<file path="src/rtl/mlp_pkg.sv">
// ---------------------------------------------------------------------------
// mlp_pkg
// Shared definitions for the MLP layer sequencer: the sequencer FSM state
// type, the layer numbering used on pu_state, and the neuron count of the
// 64-lane processing unit.
// ---------------------------------------------------------------------------
package mlp_pkg;

    // Sequencer states, one per phase of a layer pass plus run bookkeeping
    typedef enum logic [2:0] {
        S_IDLE  = 3'd0,
        S_CLEAR = 3'd1,
        S_FEED  = 3'd2,
        S_FLUSH = 3'd3,
        S_DRAIN = 3'd4,
        S_GAP   = 3'd5,
        S_DONE  = 3'd6
    } seq_state_t;

    // Layer numbers as seen by the pu; 0 on pu_state means idle
    localparam logic [2:0] L_IN  = 3'd1;
    localparam logic [2:0] L_OUT = 3'd5;

    // One result per lane is drained per layer
    localparam int NEURONS = 64;
    localparam int IDX_W   = $clog2(NEURONS);

    // Hidden layers write temp_buffer, the output layer writes y_buffer
    function automatic logic isHidden(input logic [2:0] layer);
        return (layer >= L_IN) && (layer < L_OUT);
    endfunction

endpackage

</file>
<file path="src/rtl/mlp_delay_line.sv">
// ---------------------------------------------------------------------------
// mlp_delay_line
// Parametrised shift register that delays a WIDTH-bit bus by DEPTH clock
// cycles. DEPTH of 0 degenerates to a plain wire.
//
// Ports
//   clk   in   1      clock
//   rstn  in   1      asynchronous active-low reset, clears every stage
//   i_d   in   WIDTH  data in
//   o_q   out  WIDTH  data in, DEPTH cycles later
// ---------------------------------------------------------------------------
module mlp_delay_line #(
    parameter int WIDTH = 1,
    parameter int DEPTH = 1
) (
    input  logic             clk,
    input  logic             rstn,
    input  logic [WIDTH-1:0] i_d,
    output logic [WIDTH-1:0] o_q
);

    generate
        if (DEPTH == 0) begin : g_pass
            assign o_q = i_d;
        end else begin : g_shift
            logic [WIDTH-1:0] r_stage [DEPTH];

            // Stage 0 captures the input, every later stage copies its predecessor
            always_ff @(posedge clk or negedge rstn) begin
                if (!rstn) begin
                    for (int i = 0; i < DEPTH; i++) begin
                        r_stage[i] <= '0;
                    end
                end else begin
                    r_stage[0] <= i_d;
                    for (int i = 1; i < DEPTH; i++) begin
                        r_stage[i] <= r_stage[i-1];
                    end
                end
            end

            assign o_q = r_stage[DEPTH-1];
        end
    endgenerate

endmodule

</file>
<file path="src/rtl/mlp_layer_seq.sv">
// ---------------------------------------------------------------------------
// mlp_layer_seq
// Sequencer for the 64-lane MLP processing unit. For every image it runs
// layers 1..5: clear the MACs, stream x/weight read addresses, wait for the
// MAC pipeline to settle, then drain the 64 results. Hidden-layer results go
// to temp_buffer, output-layer results to y_buffer. Loops over N_IMG images
// and reports completion with a one-cycle done pulse.
//
// Ports
//   clk           in   1     clock
//   rstn          in   1     asynchronous active-low reset
//   i_start       in   1     begin a run (ignored unless idle)
//   o_busy        out  1     high from accepted start until done
//   o_done        out  1     one-cycle pulse after the last y write
//   o_mac_enable  out  1     pu.enable, aligned with buffer read data
//   o_mac_clear   out  1     pu.clear
//   o_pu_signal   out  1     pu.signal, drain window
//   o_pu_state    out  3     current layer 1..5, 0 when idle
//   o_img_cnt     out  5     current image
//   o_x_sel       out  1     0 = image buffer, 1 = temp_buffer
//   o_x_addr      out  XAW   x read address
//   o_w_addr      out  WAW   weight row address
//   o_tbuf_we     out  1     temp_buffer write enable
//   o_ybuf_we     out  1     y_buffer write enable
//   o_wr_addr     out  11    tbuf: {5'b0,idx}, ybuf: {img_cnt,idx}
// ---------------------------------------------------------------------------
module mlp_layer_seq
    import mlp_pkg::*;
#(
    parameter int N_IMG   = 20,
    parameter int IN1     = 784,
    parameter int INH     = 64,
    parameter int RD_LAT  = 1,
    parameter int MAC_LAT = 2,
    parameter int XAW     = 10,
    parameter int WAW     = 12
) (
    input  logic           clk,
    input  logic           rstn,
    input  logic           i_start,
    output logic           o_busy,
    output logic           o_done,
    output logic           o_mac_enable,
    output logic           o_mac_clear,
    output logic           o_pu_signal,
    output logic [2:0]     o_pu_state,
    output logic [4:0]     o_img_cnt,
    output logic           o_x_sel,
    output logic [XAW-1:0] o_x_addr,
    output logic [WAW-1:0] o_w_addr,
    output logic           o_tbuf_we,
    output logic           o_ybuf_we,
    output logic [10:0]    o_wr_addr
);

    // The last read needs RD_LAT cycles to reach the MACs and MAC_LAT more to
    // land in the pu output register; one extra cycle keeps the first drained
    // word clear of the final accumulate.
    localparam int FLUSH_LEN = RD_LAT + MAC_LAT + 1;
    localparam int FCW       = $clog2(FLUSH_LEN + 1);

    localparam logic [XAW-1:0]   K_LAST_IN1 = XAW'(IN1 - 1);
    localparam logic [XAW-1:0]   K_LAST_INH = XAW'(INH - 1);
    localparam logic [FCW-1:0]   FLUSH_LAST = FCW'(FLUSH_LEN - 1);
    localparam logic [IDX_W-1:0] IDX_LAST   = IDX_W'(NEURONS - 1);
    localparam logic [4:0]       IMG_LAST   = 5'(N_IMG - 1);

    seq_state_t       r_state;
    logic             r_busy;
    logic             r_done;
    logic             r_macClear;
    logic             r_feedValid;
    logic             r_puSignal;
    logic [2:0]       r_layer;
    logic [4:0]       r_imgCnt;
    logic             r_xSel;
    logic [XAW-1:0]   r_kCnt;
    logic [WAW-1:0]   r_wAddr;
    logic [FCW-1:0]   r_flushCnt;
    logic [IDX_W-1:0] r_drainCnt;

    logic [XAW-1:0]   w_kLast;
    logic             w_macEnable;
    logic [IDX_W:0]   w_wrBus;
    logic             w_wrValid;
    logic [IDX_W-1:0] w_wrIdx;
    logic             w_isOut;
    logic [10:0]      w_wrAddr;

    // First weight row of a layer: layer 1 owns rows 0..IN1-1, every later
    // layer owns INH rows packed right after it.
    function automatic logic [WAW-1:0] layerBase(input logic [2:0] layer);
        if (layer == L_IN) begin
            return '0;
        end
        return WAW'(IN1 + (int'(layer) - 2) * INH);
    endfunction

    assign w_kLast = (r_layer == L_IN) ? K_LAST_IN1 : K_LAST_INH;

    // Layer/image sequencing. Every output leaves this block as a register
    // that already reflects the state being entered, so the pu sees clean
    // controls aligned with the state register. pu_state (r_layer) is held
    // from CLEAR through GAP and only moves on GAP exit, so the write of
    // idx 63, which lands in GAP, is still steered by the layer that made it.
    always_ff @(posedge clk or negedge rstn) begin
        if (!rstn) begin
            r_state     <= S_IDLE;
            r_busy      <= 1'b0;
            r_done      <= 1'b0;
            r_macClear  <= 1'b0;
            r_feedValid <= 1'b0;
            r_puSignal  <= 1'b0;
            r_layer     <= '0;
            r_imgCnt    <= '0;
            r_xSel      <= 1'b0;
            r_kCnt      <= '0;
            r_wAddr     <= '0;
            r_flushCnt  <= '0;
            r_drainCnt  <= '0;
        end else begin
            r_done <= 1'b0;
            case (r_state)
                S_IDLE: begin
                    if (i_start) begin
                        r_state    <= S_CLEAR;
                        r_busy     <= 1'b1;
                        r_macClear <= 1'b1;
                        r_layer    <= L_IN;
                        r_imgCnt   <= '0;
                        r_xSel     <= 1'b0;
                    end
                end
                S_CLEAR: begin
                    r_state     <= S_FEED;
                    r_macClear  <= 1'b0;
                    r_feedValid <= 1'b1;
                    r_kCnt      <= '0;
                    r_wAddr     <= layerBase(r_layer);
                end
                S_FEED: begin
                    // k stops at N-1 rather than wrapping; it doubles as x_addr
                    if (r_kCnt == w_kLast) begin
                        r_state     <= S_FLUSH;
                        r_feedValid <= 1'b0;
                        r_flushCnt  <= '0;
                    end else begin
                        r_kCnt  <= r_kCnt + XAW'(1);
                        r_wAddr <= r_wAddr + WAW'(1);
                    end
                end
                S_FLUSH: begin
                    if (r_flushCnt == FLUSH_LAST) begin
                        r_state    <= S_DRAIN;
                        r_puSignal <= 1'b1;
                        r_drainCnt <= '0;
                    end else begin
                        r_flushCnt <= r_flushCnt + FCW'(1);
                    end
                end
                S_DRAIN: begin
                    if (r_drainCnt == IDX_LAST) begin
                        r_state    <= S_GAP;
                        r_puSignal <= 1'b0;
                        r_drainCnt <= '0;
                    end else begin
                        r_drainCnt <= r_drainCnt + IDX_W'(1);
                    end
                end
                S_GAP: begin
                    // One cycle with signal low lets the pu reset its own
                    // drain counter and lets the idx-63 write retire.
                    if (r_layer != L_OUT) begin
                        r_state    <= S_CLEAR;
                        r_macClear <= 1'b1;
                        r_layer    <= r_layer + 3'd1;
                        r_xSel     <= 1'b1;
                    end else if (r_imgCnt != IMG_LAST) begin
                        r_state    <= S_CLEAR;
                        r_macClear <= 1'b1;
                        r_layer    <= L_IN;
                        r_imgCnt   <= r_imgCnt + 5'd1;
                        r_xSel     <= 1'b0;
                    end else begin
                        r_state <= S_DONE;
                        r_done  <= 1'b1;
                        r_layer <= '0;
                        r_xSel  <= 1'b0;
                    end
                end
                S_DONE: begin
                    r_state  <= S_IDLE;
                    r_busy   <= 1'b0;
                    r_imgCnt <= '0;
                    r_kCnt   <= '0;
                    r_wAddr  <= '0;
                end
                default: begin
                    r_state <= S_IDLE;
                end
            endcase
        end
    end

    // Buffer read data arrives RD_LAT cycles after the address, so the MAC
    // enable is the feed window pushed back by the same amount.
    mlp_delay_line #(
        .WIDTH (1),
        .DEPTH (RD_LAT)
    ) u_enDelay (
        .clk  (clk),
        .rstn (rstn),
        .i_d  (r_feedValid),
        .o_q  (w_macEnable)
    );

    // The pu registers its drained word, so the write strobe and index trail
    // the drain window by one cycle.
    mlp_delay_line #(
        .WIDTH (IDX_W + 1),
        .DEPTH (1)
    ) u_wrDelay (
        .clk  (clk),
        .rstn (rstn),
        .i_d  ({r_puSignal, r_drainCnt}),
        .o_q  (w_wrBus)
    );

    assign w_wrValid = w_wrBus[IDX_W];
    assign w_wrIdx   = w_wrBus[IDX_W-1:0];
    assign w_isOut   = (r_layer == L_OUT);
    assign w_wrAddr  = !w_wrValid ? 11'd0 :
                       (w_isOut ? {r_imgCnt, w_wrIdx} : {5'd0, w_wrIdx});

    assign o_busy       = r_busy;
    assign o_done       = r_done;
    assign o_mac_enable = w_macEnable;
    assign o_mac_clear  = r_macClear;
    assign o_pu_signal  = r_puSignal;
    assign o_pu_state   = r_layer;
    assign o_img_cnt    = r_imgCnt;
    assign o_x_sel      = r_xSel;
    assign o_x_addr     = r_kCnt;
    assign o_w_addr     = r_wAddr;
    assign o_tbuf_we    = w_wrValid & isHidden(r_layer);
    assign o_ybuf_we    = w_wrValid & w_isOut;
    assign o_wr_addr    = w_wrAddr;

endmodule

</file>
<file path="config.mk">
export PLATFORM = sky130hd
export DESIGN_NAME = mlp_layer_seq
export DESIGN_NICKNAME = d
export VERILOG_FILES = /design/src/rtl/mlp_pkg.sv /design/src/rtl/mlp_delay_line.sv /design/src/rtl/mlp_layer_seq.sv
export SDC_FILE = /design/constraint.sdc
export NUM_CORES = 1
export LEC_CHECK = 0
export CAP_MARGIN = 0
export CORE_ASPECT_RATIO = 0.7
export CORE_MARGIN = 2
export CORE_UTILIZATION = 30
export CTS_BUF_LIST = sky130_fd_sc_hd__clkbuf_8
export CTS_CLUSTER_SIZE = 24
export DETAILED_ROUTE_END_ITERATION = 8
export PLACE_DENSITY = 0.6
export SETUP_SLACK_MARGIN = 0.5
export SLEW_MARGIN = 20
export SYNTH_ARGS = -nofsm -noshare
export SYNTH_HDL_FRONTEND = slang
export SYNTH_SLANG_ARGS = --single-unit
</file>
<file path="constraint.sdc">
create_clock -name clk -period 2.35 [get_ports clk]
set_input_delay 0.47 -clock clk [delete_from_list [all_inputs] [get_ports clk]]
set_output_delay 0.47 -clock clk [all_outputs]
set_load 0.05 [all_outputs]
</file>
### Signal wires on met1, run 1

The bar under the picture is 20 um long.
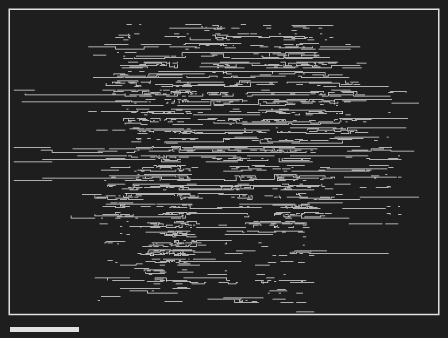
longest straight run = 48.3 um
wire length on this layer = 4400 um

### Placement density heat map, run 1

The bar under the picture is 20 um long. 12 x 9 tiles, from black (low) to pale yellow (high), 0 to 100% covered.
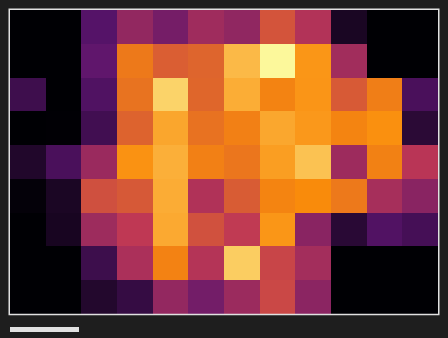
fullest tile = 98%
densest ninth of the die = centre
tiles over 75% full = 17%

### Signal wires on met2, run 1

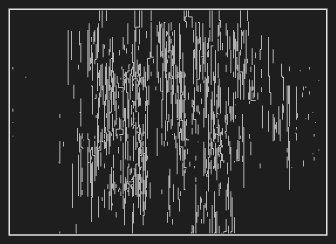
nets with wire on the layer = 363
main direction = vertical
wire length on this layer = 3750 um

### Routed metal per tile, run 1

The bar under the picture is 20 um long. 25 x 18 tiles, from black (low) to pale yellow (high), scaled to the fullest tile. Values are wire area over tile area, all layers added.
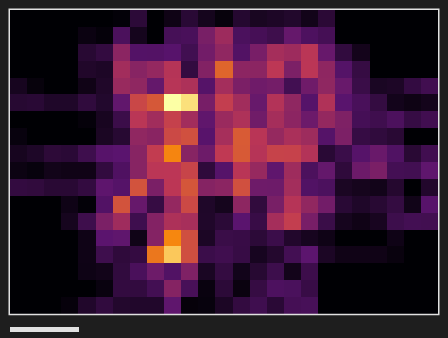
nearly empty tiles = 26%
tiles over half the peak = 6.2%
fullest tile = 0.67
emptiest ninth of the die = south-east
mean over tiles = 0.12
densest ninth of the die = centre

==> results.cfg, run 1 <==
; yosys + openroad results
[final_timing]
tns_ps = 0
slew_headroom = 0.548
tightest_slew_ps = 676
final-setup-viol-count = 0
fin_crit_ps = 2140
clock.fmax_mhz = 466
finalCritPeriodShare = 0.912
rsz0062_at_grt = true

[finish]
regArea_mm2 = 0.00143
mi_logic_area_mm2 = 0.00192
drive_above_1_share = 0.389
fin_nets = 435

[routing]
vias_per_cell = 5.15
wl_met3_um = 404
antenna_left = 0
drc_errors = 0
dr.max_layer_used = met4
wirelength_um = 8630

[critical_path]
critPathLaunchType = flip-flop
path_buffers = 3
cpLargestDelayFamily = flip-flops
cp.arrival_ps = 2360
end_kind = flip-flop
cp_cell_sequence = buf_12 -> nor3b_4 -> mux2i_4 -> buf_6 -> buf_6 -> o21a_4 -> a21oi_2 -> a311oi_1
critPathMostFrequentCell = buf_6

[outcome]
status = finished, final reports clean

[placement]
placed_cells = 505

[power]
finalPower_mw = 1.54
irDropWorstVdd_mv = 0.310
powerDensity_mw_per_mm2 = 331

[synth]
area_leaders = dfrtp_1 (46%), a21oi_1 (4.5%), o21ai_0 (4.5%)
edf_count = 0
flop_cell = dfrtp_1
ys_cells = 327
yosys_warnings = 0
synth_top_cell_by_count = dfrtp_1

[global_route]
grt_pass1_wl_um = 13000
grt_pass1_vias = 2537
antenna_found_initial = 1
gr-usage-all-layers = 0.152

[clock_network]
path_clk_slew_ps = 110
cts_tree = yes

[die]
die_y_um = 88.0
io_pins = 52
die_w_um = 124

[job]
maxCapViolCount = 0

[worst_hold_path]
holdCritPathClass = input port to async pin
-- run 1: where the power goes --
part           internal, mW  switching, mW
logic               0.00560         0.0208
registers             0.963              0
clock network         0.236          0.314
total                  1.20          0.335
-- run 1: metal layers --
| layer | track usage | vias up |
|---|---|---|
| li1 | - | 1380 |
| met1 | 0.236 | 1381 |
| met2 | 0.218 | 78 |
| met3 | 0.0299 | 11 |
| met4 | 0.0327 | 0 |
| met5 | 0 | - |
-- run 1: sequential cells by signal, summed over array words and instances, names as in the netlist, 3 cells and up --
register / cells
o_img_cnt: 5
o_pu_state: 3
o_w_addr: 12
o_x_addr: 10
r_drainCnt: 6
r_flushCnt: 3
r_state: 3
u_wrDelay.o_q: 7
-- run 1: cells by family (layout without fill, tap and decap cells) --
| kind of cell | count (synthesis) | after routing | share of synthesized area |
|---|---|---|---|
| compound gates | 90 | 90 | 0.187 |
| xor+xnor | 8 | 8 | 0.0232 |
| fa+ha+maj | 9 | 9 | 0.0372 |
| buf+inv | 23 | 120 | 0.0323 |
| flops | 56 | 56 | 0.463 |
| mux | 2 | 2 | 0.00827 |
| other cells | 0 | 1 | 0 |
| simple gates | 139 | 139 | 0.249 |
-- run 1: path summary, 6_finish.rpt --
path,from,end,cells past startpoint
min in group clk,r_feedValid,u_enDelay.o_q,0
max,o_pu_state[2],o_w_addr[7],8
max reg2reg,o_pu_state[2],o_w_addr[7],8
min,rstn,r_drainCnt[2],1
min reg2reg,r_feedValid,u_enDelay.o_q,0
max in group asynchronous,rstn,o_img_cnt[1],2
-- run 1: worst register-to-register path, cell delays in order, from the launching register on --
cell and delay [ps]:
dfrtp_4 540, buf_12 150, nor3b_4 260, mux2i_4 350
buf_6 160, buf_6 100, o21a_4 180, a21oi_2 70
a311oi_1 240
-- run 1: layout make-up --
class	instances	share of cell area
clock inverter	2	0.00242
tap	128	0.0344
multi-input combinational	248	0.412
clock buffer	6	0.0178
timing repair buffer	102	0.217
inverter	10	0.00861
antenna	1	0.000538
sequential	56	0.307
-- run 1: cell usage in the layout, fill, tap and decap left out, drive strengths merged, types with 5 or more instances in the layout --
cell type      instances
clkbuf                 7
dlygate4sd2           34
nand3                 18
and2                   9
nor2                  30
nand2                 31
o22ai                  5
o21ai                 28
ha                     9
dfrtp                 56
buf                   61
a21oi                 27
clkdlybuf4s15          5
inv                   11
nor3                   6
and3                  11
-- run 1: through the flow --
step | hold WS, ps | util | area [um^2] | worst slack, ps
global placement | 379 | 0.402 | 3920 | 74.2
global route | 85.0 | 0.476 | 4650 | 145
floorplan | 174 | - | 3160 | 320
detailed placement | 371 | 0.402 | 3920 | 28.3
finish | 72.8 | 0.476 | 4650 | 206
CTS | 75.2 | 0.436 | 4250 | 209
-- run 1: what timing repair did --
| item | 4_1_cts | 5_1_grt |
|---|---|---|
| pin swaps | 9 | 19 |
| endpoints found under the setup margin | 74 | 44 |
| hold buffers | 0 | 0 |
| cloned | 0 | 2 |
| endpoints found under the hold margin | 0 | 0 |
| gates resized | 83 | 53 |
| buffers inserted | 17 | 20 |
## Run 2: what changed since run 1
Settings changed: PLACE_DENSITY 0.6 to unset.
### Congestion heat map, run 2

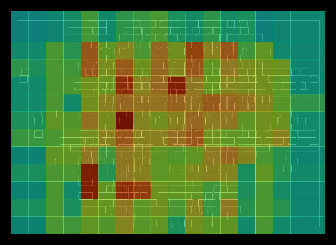
Layout Utilization: 0.476
Top Usage Layer GRT: met1
M3 GR Usage: 0.0299
M2 GR Usage: 0.218

==> run 2 against run 1 <==
  * Clock power about the same
  * First-iteration DRC count unchanged
  * Critical path depth unchanged
  * Register-to-register slack about the same
  * Total power unchanged
  * Critical path type unchanged
==> results.cfg, run 2 <==
; yosys + openroad results
[final_timing]
slew_headroom = 0.548
rsz0062_at_grt = true
final-setup-viol-count = 0
tns_ps = 0
fin_crit_ps = 2140

[synth]
area_leaders = dfrtp_1 (46%), a21oi_1 (4.5%), o21ai_0 (4.5%)
synth_top_cell_by_count = dfrtp_1
edf_count = 0

[clock_network]
cts_tree = yes
path_clk_slew_ps = 110

[die]
die_w_um = 124
io_pins = 52
die_y_um = 88.0

[finish]
mi_logic_area_mm2 = 0.00192
final_common_cell = dfrtp_1
largest_reg_flops = 12
final_area_mm2 = 0.00465
drive_above_1_share = 0.389

[outcome]
status = finished, final reports clean

[routing]
drc_errors = 0

[placement]
placed_area_mm2 = 0.00392

[global_route]
grt_pass1_wl_um = 13000

[critical_path]
critPathMostFrequentCell = buf_6
end_kind = flip-flop
### Signal wires on met2, run 2

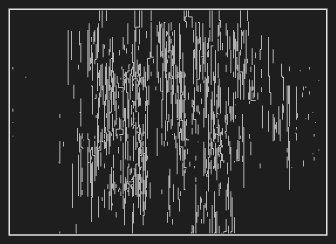
share of all routed wire = 44%
main direction = vertical
nets with wire on the layer = 363
wire length on this layer = 3750 um
longest straight run = 37.4 um

## run 2: cell counts after synthesis
No cell type changed its count.
## run 2: final timing paths
check / slack [ps] / startpoint / end
setup / recovery: 210 / o_pu_state[2] / o_w_addr[7]
hold / removal: 70 / rstn / r_drainCnt[2]
setup reg to reg: 210 / o_pu_state[2] / o_w_addr[7]
hold reg to reg: 410 / r_feedValid / u_enDelay.o_q
max in group asynchronous: 1700 / rstn / o_img_cnt[1]
min in group clk: 410 / r_feedValid / u_enDelay.o_q
## run 2: per-layer routing
layer	vias up	GRT usage	part of all wire
met5	-	0	0
met4	0	0.0327	0.0087
li1	1380	-	-
met1	1381	0.236	0.51
met2	78	0.218	0.44
met3	11	0.0299	0.047
## run 2: metrics by stage
stage | util | hold slack (ps) | setup WS [ps] | std cells
detailed placement | 0.402 | 371 | 28.3 | 505
CTS | 0.436 | 75.2 | 209 | 530
floorplan | - | 174 | 320 | 327
global route | 0.476 | 85.0 | 145 | 553
finish | 0.476 | 72.8 | 206 | 553
global placement | 0.402 | 379 | 74.2 | 505
## run 2: kinds of logic (layout without fill, tap and decap cells)
kind of cell / Yosys count / in the layout / synth area share
AOI/OAI and AO/OA: 90 / 90 / 0.187
xor gates and xnor gates: 8 / 8 / 0.0232
other: 0 / 1 / 0
adders and majority gates: 9 / 9 / 0.0372
buffers and inverters: 23 / 120 / 0.0323
and+or+nand+nor: 139 / 139 / 0.249
muxes: 2 / 2 / 0.00827
DFF: 56 / 56 / 0.463
## run 2: report_power, final
part | switching [mW] | internal [mW]
logic | 0.0208 | 0.00560
registers | 0 | 0.963
clock network | 0.314 | 0.236
## run 2: final cells by class
cell class,instances,share of cell area
multi-input cells,248,0.412
inverters,10,0.00861
repair buffers,102,0.217
clock buffers,6,0.0178
diodes,1,0.000538
well taps,128,0.0344
flip-flops and latches,56,0.307
clock inverters,2,0.00242
## run 2: what timing repair did
| action | in CTS | in global routing |
|---|---|---|
| endpoints found under the setup margin | 74 | 44 |
| resized | 83 | 53 |
| pin swaps | 9 | 19 |
| gates cloned | 0 | 2 |
| buffers inserted | 17 | 20 |
| hold buffers | 0 | 0 |
## run 2: critical path: cells and delay by family (launching register included)
family,cells,cell delay [ps]
multiplexers,1,350
buffers and inverters,3,400
AND-OR/OR-AND,3,490
flip-flops,1,540
AND/OR/NAND/NOR,1,260
### Signal wires on met1, run 2

The bar under the picture is 20 um long.
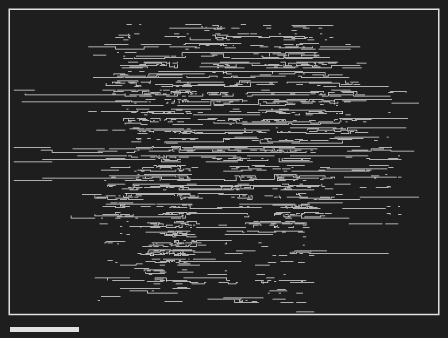

## Run 3: what changed since run 2
Settings changed: CORE_MARGIN 2 to 1.
### Signal wires on met1, run 3

The bar under the picture is 20 um long.
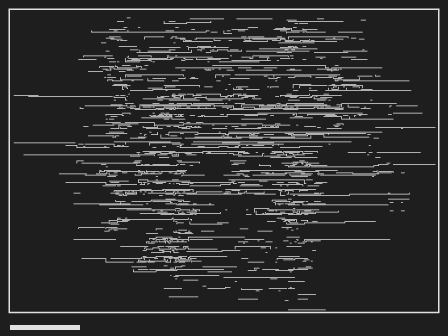
nets with wire on the layer = 383
wire length on this layer = 4120 um

### Signal wires on met2, run 3

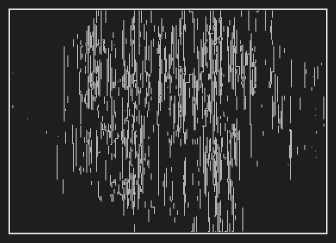
longest straight run = 32.5 um
main direction = vertical

==> run 3 against run 2 <==
  * Sequential share of layout area grew 1.1 points
  * Total power grew 6.5%
  * Synthesized area is the same
  * Register-to-register slack gained 100 ps
  * Largest cell class unchanged
  * Wire length shrank 3.7%
  * Utilization shrank 1.6 points
  * Critical path depth shrank 3
  * Clock skew grew 2.0 ps
==> results.cfg, run 3 <==
; yosys + openroad results
[final_timing]
final-setup-viol-count = 0
fin_crit_ps = 2130
setup_slack_ps = 221
rsz0062_at_grt = true
clock.fmax_mhz = 470
tns_ps = 0
finalCritPeriodShare = 0.906
tightest_slew_ps = 530
timing.hold.ws_ps = 133

[critical_path]
rrSetupSlack_ps = 310
critPathLaunchType = flip-flop
end_kind = output port

[finish]
largest_reg_flops = 12
antenna_cells = 0
final_area_mm2 = 0.00449
fin_cells = 540
fin_util = 0.460
regArea_mm2 = 0.00143
fin_nets = 423
final_common_cell = dfrtp_1
lay_top_cells = dfrtp_1 (39), dlygate4sd2_1 (32), buf_4 (29)

[clock_network]
path_clk_slew_ps = 110
ctsHoldBuffers = 0
cts_tree = yes

[global_route]
grt_pass1_vias = 2483
grtUsageMet1 = 0.240
gr-usage-all-layers = 0.155
use_met3 = 0.0286
antenna_found_initial = 0
grtUsageMet2 = 0.224
top_usage_layer = met1

[placement]
placed_area_mm2 = 0.00392
dpl_worst_slack_ps = 36.5

[worst_hold_path]
holdCritPathClass = input port to async pin

[routing]
drc_errors = 0
wirelength_um = 8310
antenna_left = 0
vias_per_cell = 5.17

[job]
maxCapViolCount = 0

[outcome]
status = finished, final reports clean

[synth]
yosys_warnings = 0
edf_count = 0
ys_cells = 327
area_leaders = dfrtp_1 (46%), a21oi_1 (4.5%), o21ai_0 (4.5%)
synth_top_cell_by_count = dfrtp_1
flop_cell = dfrtp_1

[die]
die_y_um = 86.0
io_pins = 52

[power]
irDropWorstVdd_mv = 0.275
## run 3: cell counts after synthesis
No cell type changed its count.
## run 3: power by group
part,switching (mW),internal (mW)
combinational,0.0204,0.00444
clock,0.334,0.319
sequential,0,0.963
total,0.354,1.29
## run 3: path summary, 6_finish.rpt
check / startpoint / endpoint / cells past startpoint
worst max register to register: r_state[1] / o_w_addr[6] / 7
min in group clk: r_feedValid / u_enDelay.o_q / 0
worst min-delay path: rstn / o_x_addr[6] / 2
worst min register to register: r_feedValid / u_enDelay.o_q / 0
max in group asynchronous: rstn / o_w_addr[1] / 2
worst max-delay path: o_pu_state[1] / o_tbuf_we / 5
## run 3: critical path: stages, from the launching register on
cell     delay [ps]
dfrtp_4         490
inv_4            60
ha_4            140
mux2_4          270
nor3b_4         210
buf_12          160
## run 3: final cells by class
class,count,area share
tap,128,0.0356
clock inverter,3,0.00947
timing repair buffer,90,0.195
sequential,56,0.318
inverter,10,0.00891
clock buffer,5,0.0153
multi-input combinational,248,0.418
## run 3: what timing repair did
action	4_1_cts	5_1_grt
cloned	0	0
pin swaps	12	18
endpoints found under the setup margin	74	43
resized	79	51
setup buffers	13	13
## run 3: cell families (layout without fill, tap and decap cells)
kind of cell | after synthesis | in the layout | synth area share
xor gates and xnor gates | 8 | 8 | 0.0232
buffers and inverters | 23 | 108 | 0.0323
adders and majority gates | 9 | 9 | 0.0372
muxes | 2 | 2 | 0.00827
DFF | 56 | 56 | 0.463
and+or+nand+nor | 139 | 139 | 0.249
AOI/OAI and AO/OA | 90 | 90 | 0.187
## run 3: metal layers
layer  up-vias  wire [um]
met5         -          0
met4         0         39
met3         5        388
met2        66       3760
met1      1369       4120
li1       1351          -
Power figures rest on the tool's default switching activity, not on a simulated workload.
